## config.mk

```make
export PLATFORM = sky130hd
export DESIGN_NAME = control_unit
export DESIGN_NICKNAME = d
export VERILOG_FILES = /design/src/rtl/cu_pkg.sv /design/src/rtl/cu_dispatch.sv /design/src/rtl/control_unit.sv
export SDC_FILE = /design/constraint.sdc
export NUM_CORES = 1
export LEC_CHECK = 0
export CELL_PAD_IN_SITES_DETAIL_PLACEMENT = 1
export CELL_PAD_IN_SITES_GLOBAL_PLACEMENT = 1
export CORE_MARGIN = 3
export CORE_UTILIZATION = 20
export DETAILED_ROUTE_END_ITERATION = 8
export PLACE_DENSITY = 0.8
export SLEW_MARGIN = 0
export SYNTH_ARGS = -nofsm -noshare
export SYNTH_HDL_FRONTEND = slang
export SYNTH_SLANG_ARGS = --single-unit
```

## constraint.sdc

```tcl
create_clock -name Clk -period 1.7 [get_ports Clk]
set_input_delay 0.34 -clock Clk [delete_from_list [all_inputs] [get_ports Clk]]
set_output_delay 0.34 -clock Clk [all_outputs]
set_load 0.01 [all_outputs]
```

## src/rtl/cu_pkg.sv

```systemverilog
// Shared constants for the control unit and datapath: FSM state codes, ALU function codes,
// opcode classes and the internal control-strobe bundle.
package cu_pkg;

   localparam logic [4:0] S_FETCH0 = 5'd0;
   localparam logic [4:0] S_FETCH1 = 5'd1;
   localparam logic [4:0] S_DECODE = 5'd2;
   localparam logic [4:0] S_PUSH0  = 5'd3;
   localparam logic [4:0] S_PUSH1  = 5'd4;
   localparam logic [4:0] S_PUSH2  = 5'd5;
   localparam logic [4:0] S_PUSH3  = 5'd6;
   localparam logic [4:0] S_POP0   = 5'd7;
   localparam logic [4:0] S_POP1   = 5'd8;
   localparam logic [4:0] S_POP2   = 5'd9;
   localparam logic [4:0] S_ADD0   = 5'd10;
   localparam logic [4:0] S_ADD1   = 5'd11;
   localparam logic [4:0] S_ADD2   = 5'd12;
   localparam logic [4:0] S_ADD3   = 5'd13;
   localparam logic [4:0] S_NEG0   = 5'd14;
   localparam logic [4:0] S_BR0    = 5'd15;
   localparam logic [4:0] S_HALT   = 5'd16;

   localparam logic [2:0] FN_DEF   = 3'd0;
   localparam logic [2:0] FN_TRANS = 3'd1;
   localparam logic [2:0] FN_INC   = 3'd2;
   localparam logic [2:0] FN_DEC   = 3'd3;
   localparam logic [2:0] FN_ADD   = 3'd4;
   localparam logic [2:0] FN_NOT   = 3'd5;
   localparam logic [2:0] FN_NEG   = 3'd6;
   localparam logic [2:0] FN_OR    = 3'd7;

   // IR[3:0] selects the class; the stack class is refined by IR[7:4].
   localparam logic [3:0] OPC_STACK = 4'hF;
   localparam logic [3:0] OPC_BR    = 4'h7;
   localparam logic [3:0] OPC_HALT  = 4'h0;
   localparam logic [3:0] SUB_PUSH  = 4'h0;
   localparam logic [3:0] SUB_POP   = 4'h2;
   localparam logic [3:0] SUB_ADD   = 4'h3;
   localparam logic [3:0] SUB_NEG   = 4'hB;

   typedef struct packed {
      logic [2:0] fn_sel;
      logic       ld_mar;
      logic       ld_pc;
      logic       ld_sp;
      logic       ld_mdr;
      logic       ld_reg;
      logic       ld_reg_bank;
      logic       ir_write;
      logic       t_mar;
      logic       t_pc;
      logic       t_sp;
      logic       t_mdr;
      logic       t_reg;
      logic       t_reg_bank;
      logic       t_label;
      logic       mem_read;
      logic       mem_write;
   } ctrl_t;

endpackage

```

## src/rtl/cu_dispatch.sv

```systemverilog
// Combinational DECODE successor: maps the low instruction byte and branch flag to the next state.
// Zero latency; unrecognised encodings fall back to FETCH0 so they retire as a NOP.
module cu_dispatch
   import cu_pkg::*;
(
   input  logic [7:0] ir_op,
   input  logic       flag,
   output logic [4:0] succ_state
);

   always_comb begin
      succ_state = S_FETCH0;
      case (ir_op[3:0])
         OPC_STACK: begin
            case (ir_op[7:4])
               SUB_PUSH: succ_state = S_PUSH0;
               SUB_POP:  succ_state = S_POP0;
               SUB_ADD:  succ_state = S_ADD0;
               SUB_NEG:  succ_state = S_NEG0;
               default:  succ_state = S_FETCH0;
            endcase
         end
         OPC_BR:   succ_state = flag ? S_BR0 : S_FETCH0;
         OPC_HALT: succ_state = S_HALT;
         default:  succ_state = S_FETCH0;
      endcase
   end

endmodule

```

## src/rtl/control_unit.sv

```systemverilog
// Moore-FSM control unit: one state per cycle, outputs decoded from state only.
// Reset low forces state/nextstate to FETCH0 and every strobe to 0 without waiting for a clock.
module control_unit
   import cu_pkg::*;
(
   input  logic        Clk,
   input  logic        Reset,
   input  logic [15:0] IR,
   input  logic        flag,
   output logic [2:0]  fnSel,
   output logic        ldMAR,
   output logic        ldPC,
   output logic        ldSP,
   output logic        ldMDR,
   output logic        ldReg,
   output logic        ldRegBank,
   output logic        IRWrite,
   output logic        ldIR,
   output logic        TMAR,
   output logic        TPC,
   output logic        TSP,
   output logic        TMDR,
   output logic        TReg,
   output logic        TRegBank,
   output logic        TLabel,
   output logic        MemRead,
   output logic        MemWrite,
   output logic [4:0]  state,
   output logic [4:0]  nextstate
);

   logic [4:0] state_q;
   logic [4:0] state_d;
   logic [4:0] dispatch_state;
   ctrl_t      ctrl;
   ctrl_t      ctrl_out;
   logic       unused_ir;

   assign unused_ir = ^IR[15:8];

   cu_dispatch u_dispatch (
      .ir_op      (IR[7:0]),
      .flag       (flag),
      .succ_state (dispatch_state)
   );

   always_comb begin
      state_d = S_FETCH0;
      case (state_q)
         S_FETCH0: state_d = S_FETCH1;
         S_FETCH1: state_d = S_DECODE;
         S_DECODE: state_d = dispatch_state;
         S_PUSH0:  state_d = S_PUSH1;
         S_PUSH1:  state_d = S_PUSH2;
         S_PUSH2:  state_d = S_PUSH3;
         S_POP0:   state_d = S_POP1;
         S_POP1:   state_d = S_POP2;
         S_ADD0:   state_d = S_ADD1;
         S_ADD1:   state_d = S_ADD2;
         S_ADD2:   state_d = S_ADD3;
         S_HALT:   state_d = S_HALT;
         default:  state_d = S_FETCH0;
      endcase
   end

   always_ff @(posedge Clk or negedge Reset) begin
      if (!Reset) state_q <= S_FETCH0;
      else        state_q <= state_d;
   end

   always_comb begin
      ctrl = '0;
      case (state_q)
         S_FETCH0: begin ctrl.t_pc = 1'b1; ctrl.fn_sel = FN_TRANS; ctrl.ld_mar = 1'b1; end
         S_FETCH1: begin
            ctrl.mem_read = 1'b1; ctrl.ir_write = 1'b1; ctrl.t_pc = 1'b1;
            ctrl.fn_sel = FN_INC; ctrl.ld_pc = 1'b1;
         end
         S_PUSH0:  begin ctrl.t_sp = 1'b1; ctrl.fn_sel = FN_DEC; ctrl.ld_sp = 1'b1; end
         S_PUSH1, S_POP0, S_ADD0:
                   begin ctrl.t_sp = 1'b1; ctrl.fn_sel = FN_TRANS; ctrl.ld_mar = 1'b1; end
         S_PUSH2:  begin ctrl.t_reg_bank = 1'b1; ctrl.fn_sel = FN_TRANS; ctrl.ld_mdr = 1'b1; end
         S_PUSH3:  ctrl.mem_write = 1'b1;
         S_POP1, S_ADD1: begin
            ctrl.mem_read = 1'b1; ctrl.t_sp = 1'b1; ctrl.fn_sel = FN_INC; ctrl.ld_sp = 1'b1;
         end
         S_POP2:   begin ctrl.t_mdr = 1'b1; ctrl.fn_sel = FN_TRANS; ctrl.ld_reg_bank = 1'b1; end
         S_ADD2:   begin ctrl.t_mdr = 1'b1; ctrl.fn_sel = FN_TRANS; ctrl.ld_reg = 1'b1; end
         // TRegBank feeds the xBus while TReg feeds the ALU buffer port.
         S_ADD3: begin
            ctrl.t_reg_bank = 1'b1; ctrl.t_reg = 1'b1;
            ctrl.fn_sel = FN_ADD; ctrl.ld_reg_bank = 1'b1;
         end
         S_NEG0:   begin ctrl.t_reg_bank = 1'b1; ctrl.fn_sel = FN_NEG; ctrl.ld_reg_bank = 1'b1; end
         S_BR0:    begin ctrl.t_label = 1'b1; ctrl.fn_sel = FN_TRANS; ctrl.ld_pc = 1'b1; end
         default:  ctrl = '0;
      endcase
   end

   // Reset gates the decode combinationally so strobes vanish immediately, not at the next edge.
   assign ctrl_out  = Reset ? ctrl : '0;
   assign state     = state_q;
   assign nextstate = Reset ? state_d : S_FETCH0;

   assign fnSel     = ctrl_out.fn_sel;
   assign ldMAR     = ctrl_out.ld_mar;
   assign ldPC      = ctrl_out.ld_pc;
   assign ldSP      = ctrl_out.ld_sp;
   assign ldMDR     = ctrl_out.ld_mdr;
   assign ldReg     = ctrl_out.ld_reg;
   assign ldRegBank = ctrl_out.ld_reg_bank;
   assign IRWrite   = ctrl_out.ir_write;
   assign ldIR      = 1'b0;
   assign TMAR      = ctrl_out.t_mar;
   assign TPC       = ctrl_out.t_pc;
   assign TSP       = ctrl_out.t_sp;
   assign TMDR      = ctrl_out.t_mdr;
   assign TReg      = ctrl_out.t_reg;
   assign TRegBank  = ctrl_out.t_reg_bank;
   assign TLabel    = ctrl_out.t_label;
   assign MemRead   = ctrl_out.mem_read;
   assign MemWrite  = ctrl_out.mem_write;

endmodule
```

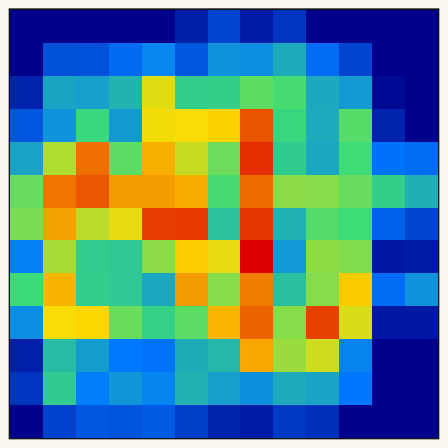
Fig. 1. Wire density map.
13 x 13 tiles, from dark blue (low) to red (high), scaled to the fullest tile. Values are wire area over tile area, all layers added.
densest ninth of the die: centre
fullest tile: 0.48
mean over tiles: 0.19
emptiest ninth of the die: north-east

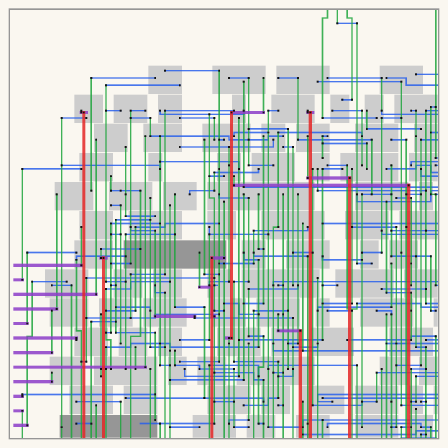
Fig. 2. Zoomed window.
Region (0, 25) to (40, 65) um. Cells in grey, sequential cells in the stronger grey; small squares are vias.
legend:
  blue:
    layer: met1
  red:
    layer: met4
  purple:
    layer: met3
  green:
    layer: met2
most frequent: buf_6 (16), buf_4 (9), dlygate4sd2_1 (6)
netlist names of flops here include: state (2)
cells with their middle in the window: 83
sequential cells in the window: 2

==> run notes <==
Figures from the flow reports.

Placed design:
- Including well taps, the total number of placed cells is 208.
- Detailed placement reports a standard cell area of 1340 um2.
- The run gives the pre-CTS setup slack as -1.01 ns.
- The run puts the count of port buffers added during placement at 38.
- The run puts the total half-perimeter wirelength after legalization and detailed placement at 2.46 mm.

Clocking:
- TritonCTS built the clock tree.
- The run puts the post-CTS resize count at 185.
- The run puts the H-tree depth at 1.
- Once the clock tree was built, the setup fixing pass inserted 16 buffers.
- The number of hold buffers added after CTS was 0.
- The run gives the root buffer cell as clkbuf_4.
- Buffers inserted during clock tree synthesis total 3.
- On the reported timing paths, the clock transition at the registers reads 0.06 ns.

STA:
- Across all hold checks on the routed design, the worst slack comes to 0.292 ns.
- The run gives the final critical-path required period as 2.25 ns.
- The run puts the number of hold violations in the final report at 0.
- In the post-route analysis, the smallest setup slack over all paths is -0.547 ns.
- The run gives the total negative setup slack as -7.48 ns.
- For reference, the final report shows the max-slew violation count at 0.
- The run gives the count of final setup violators as 24.
- Across the routed clock network, the largest skew measured is 0.00850 ns.

Run status:
- The run finished, with violations left.
- The final reports fail on setup timing.

Floorplan:
- The run puts the number of I/O pins at 49.
- The die covers 4260 um2.
- The run gives the overall die height as 65.2 um.
- In the floorplan report the effective utilization is 21.9%.
- In this run the horizontal extent of the chip is 65.2 um.

Flow run:
- The run puts the warning total across the stage logs at 37.
- The run gives the number of violations of the max-capacitance limit as 0.

Synthesis:
- Averaged over all synthesized cells, the footprint is 6.75 um2.
- Yosys reported that registers with async set or reset make up 100%.
- The run puts the post-synthesis instance area at 702 um2.
- The run puts the synthesized instance count at 104.
- The synth_stat.txt file lists the number of cells as 104.
- The run gives the Yosys warning count as 0.
- The run gives the chip area estimate from yosys synthesis as 702 um2.
- The synthesized design contains 0 enable-type register cells.
- The run puts the flip-flop and latch count after synthesis at 5.
- The run puts the distinct cell type count of the synthesized netlist at 35.

Cells and area:
- The run gives the final-stage net count as 212.
- In the layout the commonest cells are buf_6, buf_4, buf_2, dlygate4sd2_1.
- The run gives the final design instance area without fill as 1950 um2.
- The run puts the fill cell instance count of the final layout at 393.
- The run puts the proportion of layout cells with a drive suffix above 1 at 75.0%.
- The run gives the number of standard cells in the layout, taps in and fillers out as 236.
- The run puts the number of diodes added for antenna fixing at 0.
- Among logic cells in the layout, the one with the most instances is buf_6.
- The run gives the relative area change from synthesis to final layout as 178%.

Route:
- The run gives the via count normalized by instance count as 5.06.
- The run puts the average routed wire per standard cell at 21.5 um.
- The run gives the count of nets left with antenna violations after detail routing as 0.
- TritonRoute reported its final design rule violation total as 0.
- The run puts the total routed wirelength at 5.07 mm.
- The run gives the first-pass iteration count of the detailed router as 4.

GRT:
- The run gives the remaining global-route overflow as 0.
- The run gives the maximum number of pins on one net before global-route repair as 11.
- The run puts the via count of the first global-routing pass at 1,389.
- Global routing consumed, over all layers together, 22.4% of the routing resources.
- The run gives the wire length of the first global-routing pass as 7.15 mm.

Power:
- The run puts the switching power of the nets at 1.56 mW.
- The run gives the highest ir drop seen on vdd as 0.000960 V.
- Per the summary, power density relative to cell area is 1740 nW/um2.
- The power report attributes to the sequential group a share of 8.0%.
- The run gives the total power after layout as 3.38 mW.
- The run puts the standby leakage power at 0.876 nW.
- Looking at the power breakdown, combinational cells take 86.9% of the total.
- In this run switching power makes up 46.0% of total power.
- The run gives the power dissipated in the clock network as 0.172 mW.
- The run gives the power drawn by the sequential cells as 0.271 mW.

Setup path:
- The run puts the critical path arrival at 1.91 ns.
- Per the timing report, the most critical flop-to-flop path originates at state[0].
- The run gives the required time at the worst-slack endpoint as 1.36 ns.
- The run puts the biggest fanout along the worst timing path at 4.
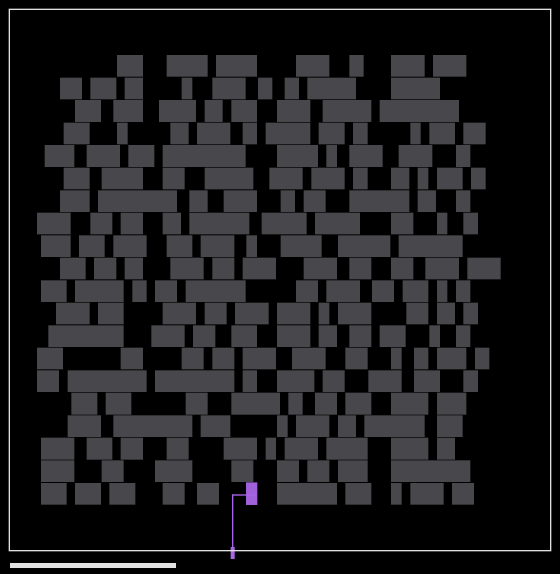
Fig. 3. I/O nets highlighted.
The bar under the picture is 20 um long.
legend:
  purple:
    port: TMAR
    direction: output
    end_cells: 1
    wire: 9.10 um

-- per-layer routing --
layer	track usage, %	up-vias	wire, um
met1	20.5	579	1800
met4	13.0	0	267
met3	3.76	19	221
met5	0	-	0
met2	45.3	52	2780
li1	-	543	-
-- synth_stat cells (2+ instances only) --
library cell,instances,share of area (%)
nor2_1,11,5.9
nand2_1,10,5.3
a21oi_1,7,5.0
nor2b_1,7,6.2
and2_1,6,5.3
buf_2,6,4.3
nand2b_1,6,5.3
nor3_1,6,4.3
dfrtp_1,5,18
a31oi_1,3,2.7
buf_4,3,3.2
o21ai_0,3,2.1
xnor2_1,3,3.7
a211oi_1,2,2.1
and3_1,2,1.8
clkbuf_1,2,1.1
o21a_1,2,2.1
o22ai_1,2,1.8
o32ai_1,2,2.5
-- area by class of cell --
type	count	area, um2	area share (%)
Multi-Input combinational cell	88	885	45.4
Timing Repair Buffer	94	843	43.3
Sequential cell	5	130	6.68
Tap cell	44	55.1	2.83
Clock buffer	4	26.3	1.35
Inverter	1	8.76	0.450
-- cells by family after synthesis --
kind of cell | Yosys count | share of synthesized area [%]
and+or+nand+nor | 56 | 42.4
xor gates and xnor gates | 3 | 3.74
buffers and inverters | 12 | 9.09
AOI/OAI and AO/OA | 27 | 26.4
other | 1 | 0.534
DFF | 5 | 17.8
-- path summary, 6_finish.rpt --
kind / endpoint / slack, ns / depth (start not counted)
setup / recovery: nextstate[3] / -0.55 / 6
hold / removal: state[0] / 0.29 / 2
setup reg to reg: state[3] / 0.25 / 4
hold reg to reg: state[4] / 0.77 / 3
max in group asynchronous: state[2] / 1.25 / 2
min in group Clk: state[4] / 0.65 / 4
-- critical path, stage by stage (launching register included) --
cell and delay (ns):
dfrtp_2 0.45, buf_4 0.15, or3b_4 0.39, o211a_1 0.15, o22ai_4 0.20, and2_4 0.18, buf_6 0.09
Power figures rest on the tool's default switching activity, not on a simulated workload.
